## src/rtl/axi_vga_fill.sv

```systemverilog
// AXI4-Lite write initiator that fills a rectangle of VGA memory with one word, one beat at a time.
// Optional macro AXI_VGA_FILL_ABORT_EN: a non-OKAY write response ends the job early.
module axi_vga_fill #(
  parameter int unsigned ADDR_WIDTH   = 32,
  parameter int unsigned COL_WIDTH    = 11,
  parameter int unsigned ROW_WIDTH    = 11,
  parameter int unsigned STRIDE_WIDTH = 16
) (
  input  logic                    clk,
  input  logic                    reset,
  input  logic                    start,
  input  logic [ADDR_WIDTH-1:0]   base_addr,
  input  logic [STRIDE_WIDTH-1:0] stride,
  input  logic [COL_WIDTH-1:0]    cols,
  input  logic [ROW_WIDTH-1:0]    rows,
  input  logic [31:0]             fill_data,
  input  logic [3:0]              fill_strb,
  output logic                    busy,
  output logic                    done,
  output logic                    err,
  output logic [ADDR_WIDTH-1:0]   axi_awaddr,
  output logic                    axi_awvalid,
  input  logic                    axi_awready,
  output logic [31:0]             axi_wdata,
  output logic [3:0]              axi_wstrb,
  output logic                    axi_wvalid,
  input  logic                    axi_wready,
  input  logic [1:0]              axi_bresp,
  input  logic                    axi_bvalid,
  output logic                    axi_bready
);

  localparam logic [2:0] S_IDLE  = 3'd0;
  localparam logic [2:0] S_ISSUE = 3'd1;
  localparam logic [2:0] S_RESP  = 3'd2;
  localparam logic [2:0] S_NEXT  = 3'd3;
  localparam logic [2:0] S_DONE  = 3'd4;

  logic [2:0]              state_q, state_d;
  logic                    awvalid_q, awvalid_d;
  logic                    wvalid_q, wvalid_d;
  logic                    aw_ok_q, aw_ok_d;
  logic                    w_ok_q, w_ok_d;
  logic                    err_q, err_d;
  logic [ADDR_WIDTH-1:0]   awaddr_q, awaddr_d;
  logic [ADDR_WIDTH-1:0]   row_base_q, row_base_d;
  logic [31:0]             wdata_q, wdata_d;
  logic [3:0]              wstrb_q, wstrb_d;
  logic [STRIDE_WIDTH-1:0] stride_q, stride_d;
  logic [COL_WIDTH-1:0]    cols_q, cols_d;
  logic [ROW_WIDTH-1:0]    rows_q, rows_d;
  logic [COL_WIDTH-1:0]    col_q, col_d;
  logic [ROW_WIDTH-1:0]    row_q, row_d;

  logic                    last_col, last_row;
  logic [COL_WIDTH-1:0]    col_inc;
  logic [ADDR_WIDTH-1:0]   next_row_base;
  logic [ADDR_WIDTH-1:0]   start_base;

  always_comb begin
    state_d    = state_q;
    awvalid_d  = awvalid_q;
    wvalid_d   = wvalid_q;
    aw_ok_d    = aw_ok_q;
    w_ok_d     = w_ok_q;
    err_d      = err_q;
    awaddr_d   = awaddr_q;
    row_base_d = row_base_q;
    wdata_d    = wdata_q;
    wstrb_d    = wstrb_q;
    stride_d   = stride_q;
    cols_d     = cols_q;
    rows_d     = rows_q;
    col_d      = col_q;
    row_d      = row_q;

    last_col      = (col_q == cols_q - COL_WIDTH'(1));
    last_row      = (row_q == rows_q - ROW_WIDTH'(1));
    col_inc       = col_q + COL_WIDTH'(1);
    next_row_base = row_base_q + ADDR_WIDTH'(stride_q);
    start_base    = base_addr & ~ADDR_WIDTH'(3);

    case (state_q)
      S_IDLE: begin
        if (start) begin
          stride_d   = stride;
          cols_d     = cols;
          rows_d     = rows;
          wdata_d    = fill_data;
          wstrb_d    = fill_strb;
          err_d      = 1'b0;
          col_d      = '0;
          row_d      = '0;
          row_base_d = start_base;
          awaddr_d   = start_base;
          if (cols == '0 || rows == '0) begin
            state_d = S_DONE;
          end else begin
            state_d   = S_ISSUE;
            awvalid_d = 1'b1;
            wvalid_d  = 1'b1;
            aw_ok_d   = 1'b0;
            w_ok_d    = 1'b0;
          end
        end
      end
      // Handshakes are latched in aw_ok/w_ok so either order works; RESP follows one cycle after both.
      S_ISSUE: begin
        if (awvalid_q && axi_awready) begin
          awvalid_d = 1'b0;
          aw_ok_d   = 1'b1;
        end
        if (wvalid_q && axi_wready) begin
          wvalid_d = 1'b0;
          w_ok_d   = 1'b1;
        end
        if (aw_ok_q && w_ok_q) state_d = S_RESP;
      end
      S_RESP: begin
        if (axi_bvalid) begin
          state_d = S_NEXT;
          if (axi_bresp != 2'b00) begin
            err_d = 1'b1;
`ifdef AXI_VGA_FILL_ABORT_EN
            state_d = S_DONE;
`endif
          end
        end
      end
      S_NEXT: begin
        if (last_col && last_row) begin
          state_d = S_DONE;
        end else begin
          state_d   = S_ISSUE;
          awvalid_d = 1'b1;
          wvalid_d  = 1'b1;
          aw_ok_d   = 1'b0;
          w_ok_d    = 1'b0;
          if (last_col) begin
            col_d      = '0;
            row_d      = row_q + ROW_WIDTH'(1);
            row_base_d = next_row_base;
            awaddr_d   = next_row_base;
          end else begin
            col_d    = col_inc;
            awaddr_d = row_base_q + ADDR_WIDTH'({col_inc, 2'b00});
          end
        end
      end
      S_DONE:  state_d = S_IDLE;
      default: state_d = S_IDLE;
    endcase
  end

  always_ff @(posedge clk or posedge reset) begin
    if (reset) begin
      state_q    <= S_IDLE;
      awvalid_q  <= 1'b0;
      wvalid_q   <= 1'b0;
      aw_ok_q    <= 1'b0;
      w_ok_q     <= 1'b0;
      err_q      <= 1'b0;
      awaddr_q   <= '0;
      row_base_q <= '0;
      wdata_q    <= '0;
      wstrb_q    <= '0;
      stride_q   <= '0;
      cols_q     <= '0;
      rows_q     <= '0;
      col_q      <= '0;
      row_q      <= '0;
    end else begin
      state_q    <= state_d;
      awvalid_q  <= awvalid_d;
      wvalid_q   <= wvalid_d;
      aw_ok_q    <= aw_ok_d;
      w_ok_q     <= w_ok_d;
      err_q      <= err_d;
      awaddr_q   <= awaddr_d;
      row_base_q <= row_base_d;
      wdata_q    <= wdata_d;
      wstrb_q    <= wstrb_d;
      stride_q   <= stride_d;
      cols_q     <= cols_d;
      rows_q     <= rows_d;
      col_q      <= col_d;
      row_q      <= row_d;
    end
  end

  assign busy        = (state_q != S_IDLE);
  assign done        = (state_q == S_DONE);
  assign err         = err_q;
  assign axi_awaddr  = awaddr_q;
  assign axi_awvalid = awvalid_q;
  assign axi_wdata   = wdata_q;
  assign axi_wstrb   = wstrb_q;
  assign axi_wvalid  = wvalid_q;
  assign axi_bready  = (state_q == S_RESP);

endmodule

```

## config.mk

```make
export PLATFORM = sky130hd
export DESIGN_NAME = axi_vga_fill
export DESIGN_NICKNAME = d
export VERILOG_FILES = /design/src/rtl/axi_vga_fill.sv
export SDC_FILE = /design/constraint.sdc
export NUM_CORES = 1
export LEC_CHECK = 0
export CORE_ASPECT_RATIO = 0.8
export CORE_MARGIN = 3
export CORE_UTILIZATION = 39
export CTS_BUF_LIST = sky130_fd_sc_hd__clkbuf_4 sky130_fd_sc_hd__clkbuf_8
export CTS_CLUSTER_SIZE = 24
export DETAILED_ROUTE_END_ITERATION = 10
export PLACE_DENSITY = 0.67
export SYNTH_ARGS = -nofsm -noshare
export SYNTH_HDL_FRONTEND = slang
export SYNTH_SLANG_ARGS = --single-unit
export TNS_END_PERCENT = 30
```

## constraint.sdc

```tcl
create_clock -name clk -period 7.92 [get_ports clk]
set_input_delay 1.584 -clock clk [delete_from_list [all_inputs] [get_ports clk]]
set_output_delay 1.584 -clock clk [all_outputs]
set_load 0.02 [all_outputs]
```

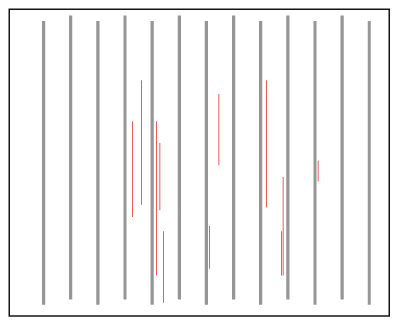
(metal 4)
Scale: 2 px per um. Supply wires on this layer in gray.
share of all routed wire: 1.5%
main direction: vertical
longest straight run: 76.8 um
nets with wire on the layer: 10
final WL: 31,500 um
vias: 9,863

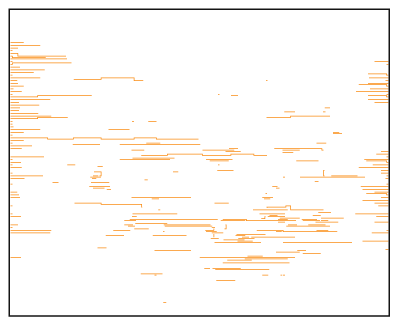
(met3 routing)
Scale: 2 px per um.
main direction: horizontal
longest straight run: 47.4 um
wire length on this layer: 2,330 um
share of all routed wire: 7.4%
Global Route met3 Usage: 5.24%

==> impl_metrics.yaml <==
# generated from flow reports
logic_synthesis:
  synthFlopType: "dfrtp_1"
  synth_area_um2: 10500
  yosysTopAreaCell: "dfrtp_1"
cts:
  cts.path.max_buffers: 2
grt:
  grt_pass1_wl_um: 51500
  grt_most_used_layer: "met2"
flow_run:
  drv_cap: 0
finish:
  register_area_um2: 4200
  layout_top_cells: "308 x nand2_1, 185 x clkdlybuf4s50_1, 168 x dfrtp_1, 61 x a21oi_1, 58 x nor2_1"
  fin_area_um2: 13000
  logic_gates: 985
  logic_area_um2: 5890
  final_nets: 1541
  num-nonclk-inverters: 24
  num_antenna_cells: 0
  finalNonFillerCells: 1764
setup_path:
  critical_path.top_delay_family: "simple AND/OR/NAND/NOR gates"
  critPathArrivalTime_ps: 4630
  cp.buffers_inverters: 2
  reg2reg_to: "row_q[9]"
hold_path:
  hp-start: "err"
  whs_endpoint: "err"
power:
  p_leak_nw: 5.61
  peakVddDrop_mv: 0.197
  power.density_nw_per_um2: 407
  pg_comb_mw: 3.01
  p_sw_mw: 2.51
timing:
  fin_skew_ps: 23.5
  drv_slew: 0
routing:
  drc: 0
  top_layer: "met4"
  routedWlPerCell_um: 17.8
  postRouteAntennaNets: 0
  met1_length_um: 14900
run_status:
  status: "finished, final reports clean"
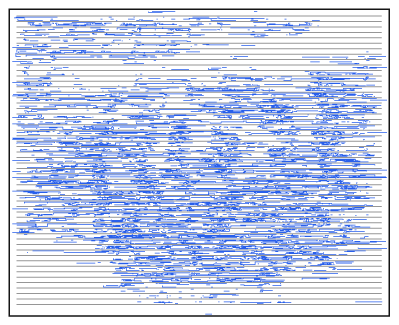
(metal 1)
Scale: 2 px per um. Supply wires on this layer in gray.
longest straight run: 43.7 um
main direction: horizontal
wire length on this layer: 14,900 um
GR Util met1: 31.0%

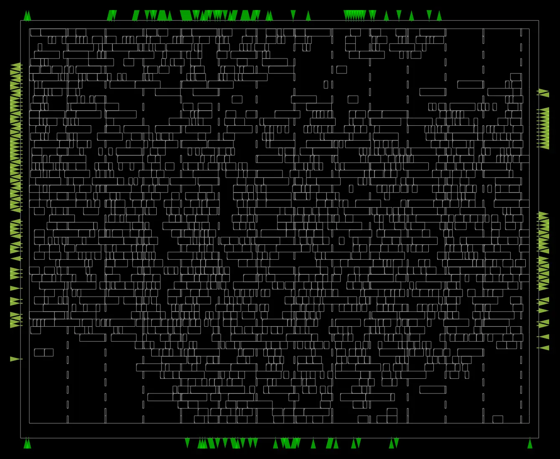
(placement view)
core area: 26,300 um^2
Site Rows: 53
Well Taps: 357

Power is estimated from default activity; no workload was simulated.
